<file path="src/rtl/mdu_pkg.sv">
// Shared types and constants for the HI/LO multiply/divide unit and its divider.
package mdu_pkg;

  typedef logic [31:0] int_t;

  typedef enum logic [2:0] {
    MULT,
    MULTU,
    DIV,
    DIVU,
    MFHI,
    MFLO,
    MTHI,
    MTLO
  } mdu_op_t;

  typedef enum logic [1:0] {
    IDLE,
    MULTIPLYING,
    DIVIDING
  } mdu_state_t;

  localparam int   DIVIDE_ITERATIONS = 32;
  // Divide by zero yields all-ones quotient; the remainder is the dividend itself.
  localparam int_t DIV_ZERO_QUOTIENT = 32'hFFFF_FFFF;

endpackage

</file>
<file path="src/rtl/iterative_divider.sv">
// Unsigned 32/32 restoring divider, one quotient bit per cycle; done rises 32 cycles after start.
// No backpressure: start is only pulsed by the owner while idle, results hold while done is high.
module iterative_divider
  import mdu_pkg::*;
(
  input  logic clock,
  input  logic reset,
  input  logic start,
  input  int_t dividend,
  input  int_t divisor,
  output logic done,
  output int_t quotient,
  output int_t remainder
);

  int_t       rem;
  int_t       quo;
  int_t       den;
  logic [5:0] cnt;
  logic       active;
  logic [32:0] shifted;
  logic        fits;
  int_t        rem_next;

  // Partial remainder is below den, so the 32-bit wrapped difference is exact when it fits.
  always_comb begin
    shifted  = {rem, quo[31]};
    fits     = shifted >= {1'b0, den};
    rem_next = fits ? (shifted[31:0] - den) : shifted[31:0];
  end

  always_ff @(posedge clock) begin
    if (reset) begin
      rem    <= '0;
      quo    <= '0;
      den    <= '0;
      cnt    <= '0;
      active <= 1'b0;
    end else if (start) begin
      rem    <= '0;
      quo    <= dividend;
      den    <= divisor;
      cnt    <= 6'(DIVIDE_ITERATIONS);
      active <= 1'b1;
    end else if (active) begin
      if (cnt != '0) begin
        rem <= rem_next;
        quo <= {quo[30:0], fits};
        cnt <= cnt - 6'd1;
      end else begin
        active <= 1'b0;
      end
    end
  end

  assign done      = active && (cnt == '0);
  assign quotient  = quo;
  assign remainder = rem;

endmodule

</file>
<file path="src/rtl/multiply_divide_controller.sv">
// HI/LO unit: MULT/MULTU busy MULT_LATENCY cycles, DIV/DIVU 33 (1 on /0), MTHI/MTLO/MFHI/MFLO none.
// Any op presented while busy is stalled; DIVIDER_EN includes the divider, otherwise DIV/DIVU write zeros.
module multiply_divide_controller
  import mdu_pkg::*;
#(
  parameter int MULT_LATENCY = 4
) (
  input  logic    clock,
  input  logic    reset,
  input  logic    opValid,
  input  mdu_op_t op,
  input  int_t    operandA,
  input  int_t    operandB,
  output logic    stall,
  output int_t    result,
  output logic    resultValid,
  output int_t    hi,
  output int_t    lo
);

  mdu_state_t  state;
  mdu_state_t  state_next;
  logic [3:0]  counter;
  logic [63:0] product;
  logic [63:0] mult_product;
  logic        busy;
  logic        accept;
  logic        is_mult;
  logic        is_div;
  logic        div_finish;
  int_t        div_hi;
  int_t        div_lo;

  always_comb begin
    busy        = state != IDLE;
    stall       = opValid && busy && !reset;
    accept      = opValid && !busy && !reset;
    is_mult     = (op == MULT) || (op == MULTU);
    is_div      = (op == DIV) || (op == DIVU);
    result      = '0;
    resultValid = 1'b0;
    if (accept && (op == MFHI || op == MFLO)) begin
      resultValid = 1'b1;
      result      = (op == MFHI) ? hi : lo;
    end
  end

  // Sign-extending for MULT lets one 64-bit multiplier serve both signednesses.
  always_comb begin
    mult_product = {(op == MULT) ? {32{operandA[31]}} : 32'h0, operandA}
                 * {(op == MULT) ? {32{operandB[31]}} : 32'h0, operandB};
  end

`ifdef DIVIDER_EN
  logic q_neg_q;
  logic r_neg_q;
  logic div_zero_q;
  int_t zero_rem_q;
  int_t mag_a;
  int_t mag_b;
  int_t div_quo;
  int_t div_rem;
  logic div_start;
  logic div_done;

  always_comb begin
    mag_a     = (op == DIV && operandA[31]) ? -operandA : operandA;
    mag_b     = (op == DIV && operandB[31]) ? -operandB : operandB;
    div_start = accept && is_div && (operandB != '0);
  end

  iterative_divider u_divider (
    .clock     (clock),
    .reset     (reset),
    .start     (div_start),
    .dividend  (mag_a),
    .divisor   (mag_b),
    .done      (div_done),
    .quotient  (div_quo),
    .remainder (div_rem)
  );

  always_ff @(posedge clock) begin
    if (reset) begin
      q_neg_q    <= 1'b0;
      r_neg_q    <= 1'b0;
      div_zero_q <= 1'b0;
      zero_rem_q <= '0;
    end else if (accept && is_div) begin
      q_neg_q    <= (op == DIV) && (operandA[31] ^ operandB[31]);
      r_neg_q    <= (op == DIV) && operandA[31];
      div_zero_q <= operandB == '0;
      zero_rem_q <= operandA;
    end
  end

  // Sign fixup happens in the cycle the divider reports done.
  always_comb begin
    div_finish = div_zero_q || div_done;
    div_lo     = div_zero_q ? DIV_ZERO_QUOTIENT : (q_neg_q ? -div_quo : div_quo);
    div_hi     = div_zero_q ? zero_rem_q : (r_neg_q ? -div_rem : div_rem);
  end
`else
  always_comb begin
    div_finish = 1'b1;
    div_lo     = '0;
    div_hi     = '0;
  end
`endif

  always_comb begin
    state_next = state;
    case (state)
      IDLE: begin
        if (accept && is_mult)     state_next = MULTIPLYING;
        else if (accept && is_div) state_next = DIVIDING;
      end
      MULTIPLYING: if (counter == '0) state_next = IDLE;
      DIVIDING:    if (div_finish)    state_next = IDLE;
      default:     state_next = IDLE;
    endcase
  end

  always_ff @(posedge clock) begin
    if (reset) state <= IDLE;
    else       state <= state_next;
  end

  always_ff @(posedge clock) begin
    if (reset) begin
      hi      <= '0;
      lo      <= '0;
      counter <= '0;
      product <= '0;
    end else begin
      case (state)
        IDLE: begin
          if (accept) begin
            case (op)
              MULT, MULTU: begin
                product <= mult_product;
                counter <= 4'(MULT_LATENCY - 1);
              end
              MTHI:    hi <= operandA;
              MTLO:    lo <= operandA;
              default: ;
            endcase
          end
        end
        MULTIPLYING: begin
          if (counter == '0) {hi, lo} <= product;
          else               counter  <= counter - 4'd1;
        end
        DIVIDING: begin
          if (div_finish) begin
            hi <= div_hi;
            lo <= div_lo;
          end
        end
        default: ;
      endcase
    end
  end

endmodule
</file>
<file path="config.mk">
export PLATFORM = sky130hd
export DESIGN_NAME = multiply_divide_controller
export DESIGN_NICKNAME = d
export VERILOG_FILES = /design/src/rtl/mdu_pkg.sv /design/src/rtl/iterative_divider.sv /design/src/rtl/multiply_divide_controller.sv
export SDC_FILE = /design/constraint.sdc
export NUM_CORES = 2
export LEC_CHECK = 0
export CORE_ASPECT_RATIO = 0.75
export CORE_MARGIN = 2
export CORE_UTILIZATION = 30
export DETAILED_ROUTE_END_ITERATION = 7
export GPL_TIMING_DRIVEN = 0
export SLEW_MARGIN = 20
export SYNTH_ARGS = -nofsm -noshare
export SYNTH_HDL_FRONTEND = slang
export SYNTH_SLANG_ARGS = --single-unit
</file>
<file path="constraint.sdc">
create_clock -name clock -period 15.87 [get_ports clock]
set_input_delay 4.761 -clock clock [delete_from_list [all_inputs] [get_ports clock]]
set_output_delay 4.761 -clock clock [all_outputs]
set_load 0.02 [all_outputs]
</file>
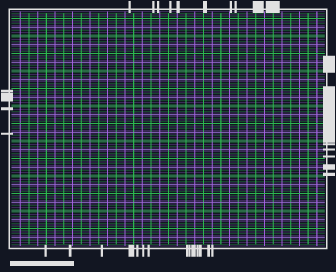
(images/power_grid.png)
Bar = 100 µm. Pins as bars on the die edge.
purple -> VSS
green -> VDD
met5 straps = 26
met4 straps = 35
rows = 134
met1 rails = 135
signal pins = 168

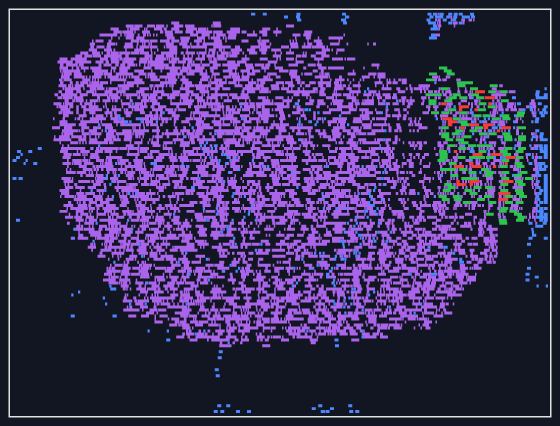
(images/placement_by_type.png)
red -> clock drivers and dummy loads  # cells 32
blue -> remaining buffers and delay cells  # cells 467
green -> sequential cells  # cells 134
purple -> combinational and other logic  # cells 5428

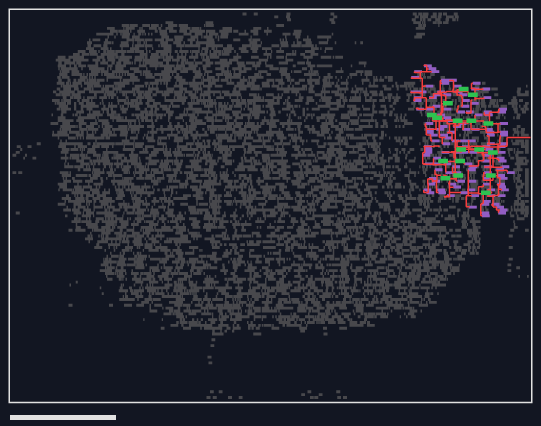
(images/clk_routes.png)
Bar = 100 µm.
purple -> flip-flops  # count 134
red -> clock wires  # length 1580 µm
green -> clock drivers  # count 17
routed clock nets = 18

what timing repair did:
item                                    CTS  global route
gates resized                             4            12
endpoints found under the setup margin   14            14
pin swaps                                 0             0
per-layer routing:
metal  global-route usage, %  part of all wire [%]  vias up
met5                       0                 0.029        -
met1                    35.4                    42    21800
met3                    10.6                    16      332
met4                    6.47                   3.0       14
met2                    34.4                    39     2754
li1                        -                     -    17400
stage by stage:
stage | area (µm²) | setup WS (ps) | utilization, %
2_1_floorplan | 53500 | 2160 | -
3_3_place_gp | 58100 | -1040 | 32.7
3_5_place_dp | 58100 | -1120 | 32.7
4_1_cts | 58700 | 39.8 | 33.0
5_1_grt | 58700 | 17.2 | 33.1
6_report | 58800 | 324 | 33.1
cell usage after synthesis (all sizes together), types with 7 or more instances:
| cell | instances |
|---|---|
| o21bai | 12 |
| inv | 1519 |
| buf | 20 |
| o211ai | 7 |
| ha | 314 |
| nand4 | 17 |
| a21oi | 231 |
| clkbuf | 285 |
| nand2 | 801 |
| nor2 | 118 |
| nand3 | 39 |
| a21o | 36 |
| fa | 1417 |
| o21ai | 55 |
| nor3b | 7 |
| a211oi | 83 |
| dfxtp | 134 |
| and3 | 28 |
| a31oi | 13 |
| nand2b | 9 |
| xnor2 | 80 |
| nor3 | 15 |
| and2 | 485 |
| xor2 | 37 |
| nor2b | 35 |
cells by family (layout without fill, tap and decap cells):
family,Yosys count,after routing
AND-OR/OR-AND,477,477
XOR/XNOR,117,117
adder cells (fa/ha/maj),1733,1733
buffers and inverters,1825,2019
flip-flops,134,134
multiplexers,2,2
other,0,16
AND/OR/NAND/NOR,1579,1579
layout make-up:
| cell class | instances | area share, % |
|---|---|---|
| Buffer | 304 | 2.06 |
| Multi-Input combinational cell | 3908 | 74.8 |
| Clock buffer | 18 | 0.748 |
| Sequential cell | 134 | 4.57 |
| Antenna cell | 16 | 0.0682 |
| Timing Repair Buffer | 163 | 2.75 |
| Clock inverter | 14 | 0.260 |
| Inverter | 1520 | 9.71 |
| Tap cell | 2380 | 5.07 |
registers in the layout, summed over array words and instances, names as in the netlist:
name,flops
counter,4
product,64
lo,32
hi,32
state,2
how the worst max path moves through the flow:
stage	end	slack, ps	depth (start not counted)
after floorplan	product[60]	2160	30
after global placement	product[62]	-1040	33
after detailed placement	product[62]	-1120	31
after CTS	product[56]	40	31
after global routing	product[63]	20	31
final	product[60]	320	30
worst max-delay path: cells and delay by family:
family / cells / cell delay [ps]
buffers and inverters: 9 / 2320
adder cells (fa/ha/maj): 11 / 6070
AND/OR/NAND/NOR: 7 / 1770
AND-OR/OR-AND: 2 / 600
XOR/XNOR: 1 / 260
==> results.txt <==
impl run done, here's what came out: status=finished clean, FF-to-FF path depth=10, Slew HR=12.4%, # nets final=between 7000 and 8000, RSZ-0062 raised after global routing=no, logic area=roughly 0.044 mm², Synth mux share=less than 1%, yosys adder share=60.4%, cells after synthesis=between 5000 and 6000, Log Warnings=30, Pre-antenna DRT Iters=6, Syn Area/Cell=9.11 µm², synth top area cells=fa_1, inv_1, ha_1, # fillers=18500, Hold Startpoint=product[42], Top logic family=adder cells, Synth Warn #=0, GPL Wtd Cong=1.04, EDFF count, synth=0, Synth-to-Final Area Change=9.89%, endpoints failing setup=0, Core Util at FP=30.1%, Critical Path Start Type=primary input, top cell type's share of synthesized area=53.1%, CTS Buf Count=17, core box area=about 0.18 mm², setup_tns=0 ps, # DRC=0, post-synth area from yosys stat=0.0535 mm², flop-to-flop setup slack=12930 ps, cells in synth_stat.txt=5867, vias in the first global route=around 44000, most used cell, CP=fa_1, clock skew=11.4 ps, clk root buf=clkbuf_16, Synth Register Bits=134, post-synthesis sequential area ratio=5.02%, die area=0.182 mm², WL/cell=26.8 µm, Top cells excl fill/tap=inv_1, fa_1, nand2_1, and2_1, ha_1, Flop area=0.00268 mm², post-route insts no fill=8457, antenna-violating nets left=0, clk slew on worst S/H paths=60 ps, Max Freq=64.3 MHz, top-level port count=around 170, first-pass GRT wire length=323 mm, port bufs=161
